`config.mk`:
```
export PLATFORM = sky130hd
export DESIGN_NAME = rl_fifo_1r1w_ctrl_flat
export DESIGN_NICKNAME = d
export VERILOG_FILES = /design/src/rtl/rl_fifo_1r1w_ctrl_if.sv /design/src/rtl/rl_fifo_1r1w_ctrl.sv /design/src/flat_wrapper.sv
export SDC_FILE = /design/constraint.sdc
export NUM_CORES = 1
export LEC_CHECK = 0
export ABC_AREA = 1
export CORE_UTILIZATION = 54
export CTS_BUF_LIST = sky130_fd_sc_hd__clkbuf_8
export DETAILED_ROUTE_END_ITERATION = 10
export GPL_ROUTABILITY_DRIVEN = 1
export GPL_TIMING_DRIVEN = 0
export MAX_ROUTING_LAYER = met4
export PLACE_DENSITY = 0.91
export SLEW_MARGIN = 20
export SYNTH_ARGS = -nofsm -noshare
export SYNTH_HDL_FRONTEND = slang
export SYNTH_SLANG_ARGS = --single-unit
export TNS_END_PERCENT = 1
```
`constraint.sdc`:
```
create_clock -name clk -period 11.55 [get_ports clk]
set_input_delay 3.465 -clock clk [delete_from_list [all_inputs] [get_ports clk]]
set_output_delay 3.465 -clock clk [all_outputs]
set_load 0.02 [all_outputs]
```
`src/rtl/rl_fifo_1r1w_ctrl_if.sv`:
```
// Client push/pop port plus the external 1R1W RAM port of the FWFT FIFO controller.
interface rl_fifo_1r1w_ctrl_if #(
  parameter int ABITS = 10,
  parameter int DBITS = 32
);
  logic                     clr;
  logic                     push;
  logic [DBITS-1:0]         din;
  logic                     full;
  logic                     pop;
  logic [DBITS-1:0]         q;
  logic                     q_valid;
  logic [ABITS:0]           count;
  logic [ABITS-1:0]         ram_waddr;
  logic [DBITS-1:0]         ram_din;
  logic                     ram_we;
  logic [(DBITS+7)/8-1:0]   ram_be;
  logic [ABITS-1:0]         ram_raddr;
  logic                     ram_re;
  logic [DBITS-1:0]         ram_dout;

  modport master (
    output clr, push, din, pop, ram_dout,
    input  full, q, q_valid, count,
    input  ram_waddr, ram_din, ram_we, ram_be, ram_raddr, ram_re
  );

  modport slave (
    input  clr, push, din, pop, ram_dout,
    output full, q, q_valid, count,
    output ram_waddr, ram_din, ram_we, ram_be, ram_raddr, ram_re
  );
endinterface

```
`src/rtl/rl_fifo_1r1w_ctrl.sv`:
```
// First-word-fall-through FIFO controller around an external registered-read 1R1W RAM,
// with a two-entry head/skid buffer absorbing the one-cycle RAM read latency.
module rl_fifo_1r1w_ctrl #(
  parameter int ABITS = 10,
  parameter int DBITS = 32
) (
  input  logic               clk,
  input  logic               rstn,
  rl_fifo_1r1w_ctrl_if.slave bus
);

  logic [ABITS-1:0] wptr, rptr;
  logic [ABITS:0]   ram_cnt, count;
  logic [1:0]       occ;
  logic             pend;
  logic [DBITS-1:0] head, skid;
  logic             full, q_valid, push_acc, pop_acc, re;
  logic [2:0]       buf_need;

  assign full     = (count == {1'b1, {ABITS{1'b0}}});
  assign q_valid  = (occ != 2'd0);
  assign push_acc = bus.push & ~full & ~bus.clr;
  assign pop_acc  = bus.pop & q_valid & ~bus.clr;

  // Buffer slots claimed next cycle; a read is only issued if its data will have a slot.
  assign buf_need = {1'b0, occ} + {2'b00, pend} - {2'b00, pop_acc};
  assign re       = ~bus.clr & (ram_cnt != '0) & (buf_need < 3'd2);

  assign bus.ram_we    = push_acc;
  assign bus.ram_waddr = wptr;
  assign bus.ram_din   = bus.din;
  assign bus.ram_be    = '1;
  assign bus.ram_re    = re;
  assign bus.ram_raddr = rptr;
  assign bus.full      = full;
  assign bus.q_valid   = q_valid;
  assign bus.count     = count;
  assign bus.q         = head;

  always_ff @(posedge clk or negedge rstn) begin
    if (!rstn) begin
      wptr    <= '0;
      rptr    <= '0;
      ram_cnt <= '0;
      count   <= '0;
      occ     <= '0;
      pend    <= 1'b0;
    end else if (bus.clr) begin
      wptr    <= '0;
      rptr    <= '0;
      ram_cnt <= '0;
      count   <= '0;
      occ     <= '0;
      pend    <= 1'b0;
    end else begin
      if (push_acc) wptr <= wptr + 1'b1;
      if (re)       rptr <= rptr + 1'b1;
      ram_cnt <= ram_cnt + {{ABITS{1'b0}}, push_acc} - {{ABITS{1'b0}}, re};
      count   <= count + {{ABITS{1'b0}}, push_acc} - {{ABITS{1'b0}}, pop_acc};
      occ     <= buf_need[1:0];
      pend    <= re;
    end
  end

  // occ==2 with pend never coexists, so arriving data always has a free slot.
  always_ff @(posedge clk or negedge rstn) begin
    if (!rstn) begin
      head <= '0;
      skid <= '0;
    end else if (!bus.clr) begin
      if (pop_acc && occ == 2'd2) begin
        head <= skid;
        if (pend) skid <= bus.ram_dout;
      end else if (pend && (occ == 2'd0 || pop_acc)) begin
        head <= bus.ram_dout;
      end else if (pend) begin
        skid <= bus.ram_dout;
      end
    end
  end

endmodule

```
`src/flat_wrapper.sv`:
```
// flat-port wrapper written by rule: the top's interface ports become plain ports
module rl_fifo_1r1w_ctrl_flat 
#(
  parameter int ABITS = 10,
  parameter int DBITS = 32
)
  (clk, rstn, bus_clr, bus_push, bus_din, bus_pop, bus_ram_dout, bus_full, bus_q, bus_q_valid, bus_count, bus_ram_waddr, bus_ram_din, bus_ram_we, bus_ram_be, bus_ram_raddr, bus_ram_re);
  rl_fifo_1r1w_ctrl_if #(.ABITS(ABITS), .DBITS(DBITS)) bus_i ();
  input  logic clk;
  input  logic rstn;
  input wire logic [$bits(bus_i.clr)-1:0] bus_clr;
  input wire logic [$bits(bus_i.push)-1:0] bus_push;
  input wire logic [$bits(bus_i.din)-1:0] bus_din;
  input wire logic [$bits(bus_i.pop)-1:0] bus_pop;
  input wire logic [$bits(bus_i.ram_dout)-1:0] bus_ram_dout;
  output wire logic [$bits(bus_i.full)-1:0] bus_full;
  output wire logic [$bits(bus_i.q)-1:0] bus_q;
  output wire logic [$bits(bus_i.q_valid)-1:0] bus_q_valid;
  output wire logic [$bits(bus_i.count)-1:0] bus_count;
  output wire logic [$bits(bus_i.ram_waddr)-1:0] bus_ram_waddr;
  output wire logic [$bits(bus_i.ram_din)-1:0] bus_ram_din;
  output wire logic [$bits(bus_i.ram_we)-1:0] bus_ram_we;
  output wire logic [$bits(bus_i.ram_be)-1:0] bus_ram_be;
  output wire logic [$bits(bus_i.ram_raddr)-1:0] bus_ram_raddr;
  output wire logic [$bits(bus_i.ram_re)-1:0] bus_ram_re;
  assign bus_i.clr = bus_clr;
  assign bus_i.push = bus_push;
  assign bus_i.din = bus_din;
  assign bus_i.pop = bus_pop;
  assign bus_i.ram_dout = bus_ram_dout;
  assign bus_full = bus_i.full;
  assign bus_q = bus_i.q;
  assign bus_q_valid = bus_i.q_valid;
  assign bus_count = bus_i.count;
  assign bus_ram_waddr = bus_i.ram_waddr;
  assign bus_ram_din = bus_i.ram_din;
  assign bus_ram_we = bus_i.ram_we;
  assign bus_ram_be = bus_i.ram_be;
  assign bus_ram_raddr = bus_i.ram_raddr;
  assign bus_ram_re = bus_i.ram_re;
  rl_fifo_1r1w_ctrl #(.ABITS(ABITS), .DBITS(DBITS)) u_core (.clk(clk), .rstn(rstn), .bus(bus_i));
endmodule
```
Run 1, cell density map:
(2 px per µm) 11 x 11 tiles, from white (low) to dark blue (high), 0 to 100% covered.
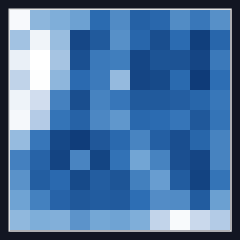
emptiest ninth of the die: top left
tiles over 75% full: 45%
nearly empty tiles: 1.7%
mean over tiles: 65%
fullest tile: 96%
Core Util, Final: 70.9%
fp_density: 55.2%
Core ar.: 11400 µm²

Run 1, power grid:
(4 px per µm) Pins as bars on the die edge.
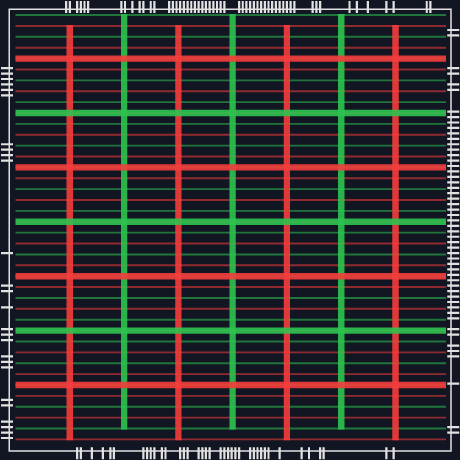
legend:
  green:
    net: VDD
  red:
    net: VSS
signal pins: 172
met4 straps: 7
rows: 39
met1 rails: 40
met5 straps: 7

==> flow_metrics.py, run 1 <==
# Generated from Yosys and OpenROAD reports
metrics = {
    "hold_path": {
        "holdCritStartpoint": "u_core.skid[8]$_DFFE_PN0P_",
        "min_path_type": "reg2reg",
        "hold-path-endpoint": "u_core.skid[8]$_DFFE_PN0P_",
    },
    "yosys": {
        "ys_async_sr_fraction_pct": 100,
        "yosys_warnings": 0,
        "ys_sh_adder_pct": 7.30,
        "top_area_cell": "dfrtp_1",
        "edf_count": 0,
        "mux_share_pct": 0,
        "xor_share_pct": 1.11,
        "synthesis.area_um2": 6310,
        "top_cells_by_count": "nand2_1, inv_1, dfrtp_1, o21ai_0, nor2_1",
        "top_area_share_pct": 43.3,
    },
    "cells_and_area": {
        "inv_count": 142,
        "finalNetCount": 1085,
        "nFillCells": 865,
        "nNonClkBuffers": 196,
        "logic_gates": 523,
        "nClkBuffers": 9,
        "comb_area_um2": 2660,
        "stdcell_area_um2": 8090,
        "final_layout_top_logic_cells": "nand2_1, inv_1, clkdlybuf4s50_1, dfrtp_1, o21ai_0",
        "flop-count": 109,
        "drive_gt1_share_pct": 8.22,
        "instances_no_fill": 1129,
        "largest_class": "sequential cells",
    },
    "timing": {
        "hold_ws_ns": 0.501,
        "setup_viol": 0,
        "layout_min_cycle_time_ns": 9.82,
        "finalWorstSetupSlack_ns": 1.73,
        "hold_viol_final": 0,
        "max_freq_mhz": 102,
        "rsz0062_at_grt": "false",
    },
    "global_route": {
        "grt_pass1_vias": 5420,
        "grt_first_pass_wirelength_um": 23300,
        "grtUsageTotal_pct": 24.9,
        "grt_max_degree": 65,
        "grt_use_met3_pct": 4.35,
        "global_route.overflow_total": 0,
        "gr-usage-met1_pct": 29.0,
    },
    "clock_tree": {
        "clk_pin_slew_ns": 0.11,
        "numCtsBuffers": 9,
        "clock_sinks": 109,
        "post-cts-setup-buffers": 0,
        "cts_root_buf": "clkbuf_8",
        "cts-resized-gates": 0,
        "htreeDepth": 3,
    },
    "worst_setup_path": {
        "start_kind": "input pin",
        "cpLargestDelayFamily": "buffers and inverters",
        "critPathKind": "in2out",
        "required_ns": 8.09,
        "crit_fanout": 10,
        "crit_cells": 11,
        "arrival_ns": 6.35,
        "startpoint": "bus_pop",
        "timing.rr.end": "u_core.ram_cnt[8]$_DFF_PN0_",
        "regToRegSetupSlack_ns": 7.44,
        "cp_slowest_cell": "clkdlybuf4s50_1",
        "cpPeakStageDelay_ns": 0.71,
        "r2r-start": "u_core.occ[1]$_DFF_PN0_",
    },
    "detailed_routing": {
        "drt-initial-drc-count": 425,
        "wl_met3_um": 833,
        "wl_met2_um": 7090,
        "via_per_inst": 5.02,
        "drt-met1-wl_um": 6010,
        "drtPass1Iterations": 5,
        "drt_wl_total_um": 14200,
        "num_vias": 5662,
        "wl_per_cell_um": 12.6,
        "antenna_left": 0,
    },
    "floorplanning": {
        "die_area_um2": 12100,
        "ios": 172,
        "fp-row-count": 39,
        "num_tap_cells": 143,
        "die_width_um": 110,
    },
    "pwr": {
        "ir_drop_mv": 0.168,
        "powerComb_mw": 1.07,
        "finalPower_mw": 1.95,
        "pg_seq_uw": 620,
        "power_density_nw_per_um2": 241,
        "power_switching_uw": 883,
        "power_frac_comb_pct": 55.1,
    },
    "placement": {
        "dp_cells": 1113,
        "hpwl_um": 10700,
        "place_ws_ns": 1.76,
        "placed_area_um2": 7870,
        "place.gp.congestion": 0.942,
        "portBuffers": 134,
    },
    "run": {
        "warnings": 34,
    },
    "run_status": {
        "status": "finished clean",
    },
}
Run 1, clock distribution:
(4 px per µm)
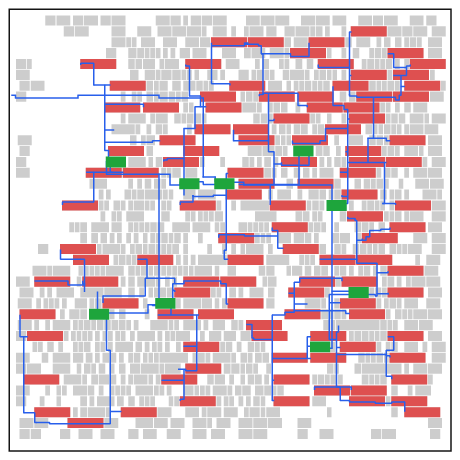
legend:
  red:
    item: flip-flops
    count: 109
  blue:
    item: clock wires
    length: 1260 µm
  green:
    item: clock-net drivers
    count: 9
flops lie: spread over the die
Late-Pin Clk Latency: 0.39 ns
clock group total power: 256 µW
Clock power frac: 13.2%

Run 1, track usage over the die:
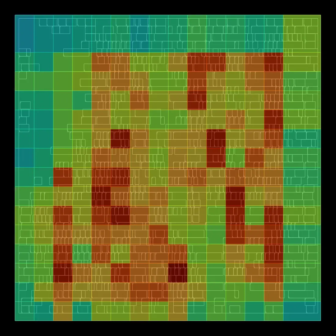

==> inputs of run 2 (changes only) <==
Settings changed: CORE_UTILIZATION 54 to 50, PLACE_DENSITY 0.91 to 0.86.
Clock period 11.55 ns to 9.63 ns, I/O delays scaled along.
Run 2, track usage over the die:
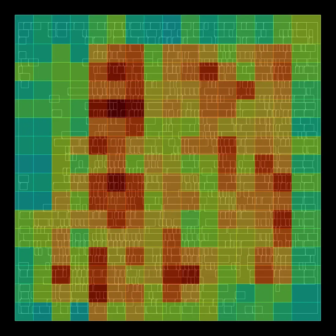
Core Util, Final: 66.6%
Wirelength per Cell: 12.5 µm
Total Routing Usage GR: 23.8%
gr busiest metal: met2

Run 2, power grid:
(4 px per µm) Pins as bars on the die edge.
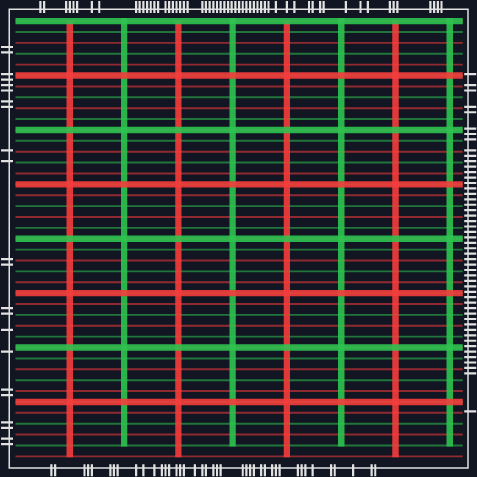
legend:
  red:
    net: VSS
  green:
    net: VDD
signal pins: 172
rows: 40
met1 rails: 41
met4 straps: 8

Run 2, clock distribution:
(4 px per µm)
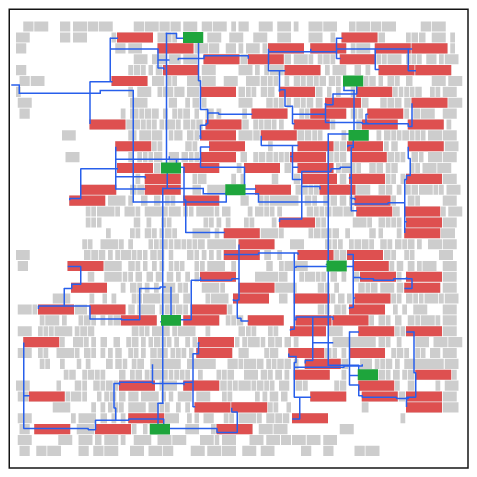
legend:
  blue:
    item: clock wires
    length: 1330 µm
  red:
    item: flip-flops
    count: 109
  green:
    item: clock-net drivers
    count: 9
flops lie: spread over the die
routed clock nets: 10
Max Clock Skew: 0.00944 ns
Clock power frac: 12.4%
clock group total power: 286 µW

==> flow_metrics.py, run 2 <==
# Generated from Yosys and OpenROAD reports
metrics = {
    "run_status": {
        "status": "finished clean",
    },
    "yosys": {
        "ys_async_sr_fraction_pct": 100,
        "yosys_most_used_dff": "dfrtp_1",
        "top_cells_by_count": "nand2_1, inv_1, dfrtp_1, o21ai_0, nor2_1",
        "yosys_warnings": 0,
        "top_area_cell": "dfrtp_1",
        "edf_count": 0,
        "ys_sh_adder_pct": 7.30,
        "xor_share_pct": 1.11,
        "top_area_share_pct": 43.3,
        "yosys_area_um2": 6310,
    },
    "cells_and_area": {
        "instances_no_fill": 1154,
        "nClkBuffers": 9,
        "antennaDiodeCount": 0,
        "nNonClkBuffers": 196,
        "logic_gates": 523,
        "drive_gt1_share_pct": 8.11,
        "stdcell_area_um2": 8100,
        "flop-count": 109,
        "final_layout_top_logic_cells": "nand2_1, inv_1, clkdlybuf4s50_1, dfrtp_1, o21ai_0",
        "largest_class": "sequential cells",
        "finalNetCount": 1085,
        "nFillCells": 998,
        "comb_area_um2": 2660,
    },
    "floorplanning": {
        "num_tap_cells": 168,
        "fp_util_pct": 51.9,
        "ios": 172,
        "fp-row-count": 40,
        "die_area_um2": 13100,
        "coreArea_um2": 12200,
        "die_width_um": 114,
    },
    "detailed_routing": {
        "drt-initial-drc-count": 458,
        "via_per_inst": 4.94,
        "antenna_left": 0,
        "wl_met2_um": 7170,
        "drt-met1-wl_um": 6410,
        "num_vias": 5699,
        "drt_wl_total_um": 14400,
    },
    "clock_tree": {
        "clock_sinks": 109,
        "numCtsBuffers": 9,
        "clk_pin_slew_ns": 0.10,
        "htreeDepth": 3,
        "cts-resized-gates": 0,
        "post-cts-setup-buffers": 0,
        "cts_root_buf": "clkbuf_8",
        "clk_latency_ns": 0.39,
    },
    "global_route": {
        "grt_max_degree": 66,
        "grt_pass1_vias": 5545,
        "gr-usage-met1_pct": 28.2,
        "grt_use_met3_pct": 3.12,
        "grt_use_met2_pct": 40.7,
        "grt_first_pass_wirelength_um": 24100,
    },
    "placement": {
        "place.gp.congestion": 0.859,
        "dp_cells": 1138,
        "portBuffers": 134,
        "placed_area_um2": 7900,
        "place_ws_ns": 0.993,
        "hpwl_um": 10800,
    },
    "hold_path": {
        "min_path_type": "reg2reg",
        "hold-path-endpoint": "u_core.skid[10]$_DFFE_PN0P_",
        "holdCritStartpoint": "u_core.skid[10]$_DFFE_PN0P_",
    },
    "pwr": {
        "finalPower_mw": 2.31,
        "power_frac_comb_pct": 55.7,
        "powerComb_mw": 1.29,
        "power.share.switching_pct": 44.9,
        "ir_drop_mv": 0.174,
        "cellInternalPower_mw": 1.27,
    },
    "worst_setup_path": {
        "cpPeakStageDelay_ns": 0.70,
        "required_ns": 6.74,
        "timing.rr.end": "u_core.ram_cnt[10]$_DFF_PN0_",
        "r2r-start": "u_core.occ[1]$_DFF_PN0_",
        "crit_chain": "clkdlybuf4s50_1 > nand2_2 > nor2_2 > nand2_2 > inv_2 > buf_4 > buf_2 > fa_1 > nand4_1 > nor2_2 > clkdlybuf4s50_1",
        "regToRegSetupSlack_ns": 5.49,
        "crit_fanout": 10,
        "critPathKind": "in2out",
        "crit_cells": 11,
        "cp_slowest_cell": "clkdlybuf4s50_1",
        "arrival_ns": 5.76,
        "startpoint": "bus_pop",
    },
    "timing": {
        "max_freq_mhz": 116,
        "finalWorstSetupSlack_ns": 0.979,
        "rsz0062_at_grt": "false",
        "layout_min_cycle_time_ns": 8.65,
        "hold_viol_final": 0,
        "setup_viol": 0,
        "hold_ws_ns": 0.496,
    },
    "run": {
        "warnings": 34,
    },
}
==> inputs of run 3 (changes only) <==
Settings changed: SKIP_LAST_GASP from default to 1.
Run 3, cell density map:
(2 px per µm) 11 x 11 tiles, from white (low) to dark blue (high), 0 to 100% covered.
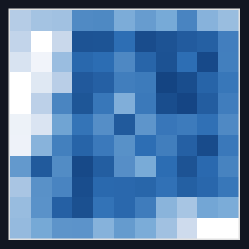
emptiest ninth of the die: top left
mean over tiles: 60%
fullest tile: 92%
nearly empty tiles: 4.1%
tiles over 75% full: 33%
fp_density: 51.9%
Core ar.: 12200 µm²

Run 3, power grid:
(4 px per µm) Pins as bars on the die edge.
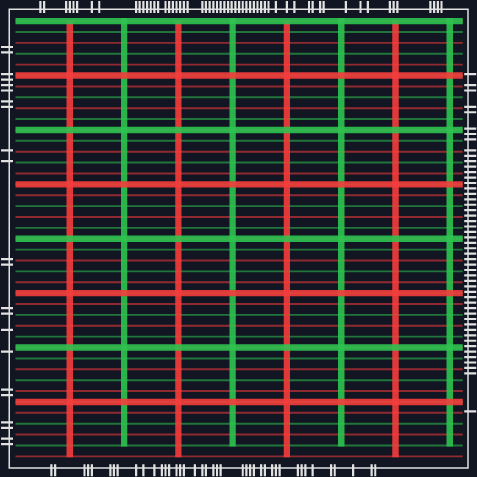
die width: 114 µm
Peak VDD IR: 0.174 mV
Die Ht: 114 µm

Run 3, track usage over the die:
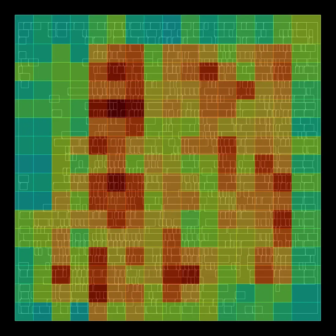
M3 GR Usage: 3.12%
grt met2 use: 40.7%
routing usage on met1: 28.2%

==> flow_metrics.py, run 3 <==
# Generated from Yosys and OpenROAD reports
metrics = {
    "yosys": {
        "yosys_most_used_dff": "dfrtp_1",
        "mux_share_pct": 0,
        "ys_async_sr_fraction_pct": 100,
        "synthesis.area_um2": 6310,
        "yosys_warnings": 0,
        "yosys_area_um2": 6310,
        "top_cells_by_count": "nand2_1, inv_1, dfrtp_1, o21ai_0, nor2_1",
        "xor_share_pct": 1.11,
        "top_area_cell": "dfrtp_1",
        "ys_sh_adder_pct": 7.30,
        "top_area_share_pct": 43.3,
    },
    "global_route": {
        "global_route.overflow_total": 0,
        "grtUsageTotal_pct": 23.8,
        "busiest_layer": "met2",
        "grt_pass1_vias": 5545,
    },
    "cells_and_area": {
        "stdcell_area_um2": 8100,
        "drive_gt1_share_pct": 8.11,
        "nFillCells": 998,
        "final_util_pct": 66.6,
        "flop-count": 109,
        "inv_count": 142,
        "instances_no_fill": 1154,
        "comb_area_um2": 2660,
        "antennaDiodeCount": 0,
        "nClkBuffers": 9,
    },
    "floorplanning": {
        "fp-row-count": 40,
        "num_tap_cells": 168,
    },
    "detailed_routing": {
        "antenna_left": 0,
        "num_vias": 5699,
        "drt-met1-wl_um": 6410,
        "wl_per_cell_um": 12.5,
        "wl_met3_um": 636,
        "wl_met2_um": 7170,
        "drtPass1Iterations": 5,
    },
    "placement": {
        "portBuffers": 134,
        "place_ws_ns": 0.993,
        "place.gp.congestion": 0.859,
        "dp_cells": 1138,
        "placed_area_um2": 7900,
        "hpwl_um": 10800,
    },
    "timing": {
        "finalWorstSetupSlack_ns": 0.979,
        "hold_viol_final": 0,
        "rsz0062_at_grt": "false",
        "finClkSkew_ns": 0.00944,
        "setup_viol": 0,
        "layout_min_cycle_time_ns": 8.65,
        "hold_ws_ns": 0.496,
    },
    "clock_tree": {
        "clock_sinks": 109,
        "htreeDepth": 3,
        "cts-resized-gates": 0,
        "clk_pin_slew_ns": 0.10,
        "cts_root_buf": "clkbuf_8",
    },
    "pwr": {
        "powerComb_mw": 1.29,
        "p_clk_share_pct": 12.4,
        "power.share.switching_pct": 44.9,
        "power_density_nw_per_um2": 285,
        "pg_seq_uw": 737,
    },
    "worst_setup_path": {
        "regToRegSetupSlack_ns": 5.49,
        "crit_chain": "clkdlybuf4s50_1 > nand2_2 > nor2_2 > nand2_2 > inv_2 > buf_4 > buf_2 > fa_1 > nand4_1 > nor2_2 > clkdlybuf4s50_1",
        "critPathKind": "in2out",
        "required_ns": 6.74,
        "cp_slowest_cell": "clkdlybuf4s50_1",
        "timing.rr.end": "u_core.ram_cnt[10]$_DFF_PN0_",
        "cpLargestDelayFamily": "buffers and inverters",
        "arrival_ns": 5.76,
        "crit_cells": 11,
    },
    "hold_path": {
        "hold-path-endpoint": "u_core.skid[10]$_DFFE_PN0P_",
        "holdCritStartpoint": "u_core.skid[10]$_DFFE_PN0P_",
    },
    "run_status": {
        "status": "finished clean",
    },
}
Power figures rest on the tool's default switching activity, not on a simulated workload.
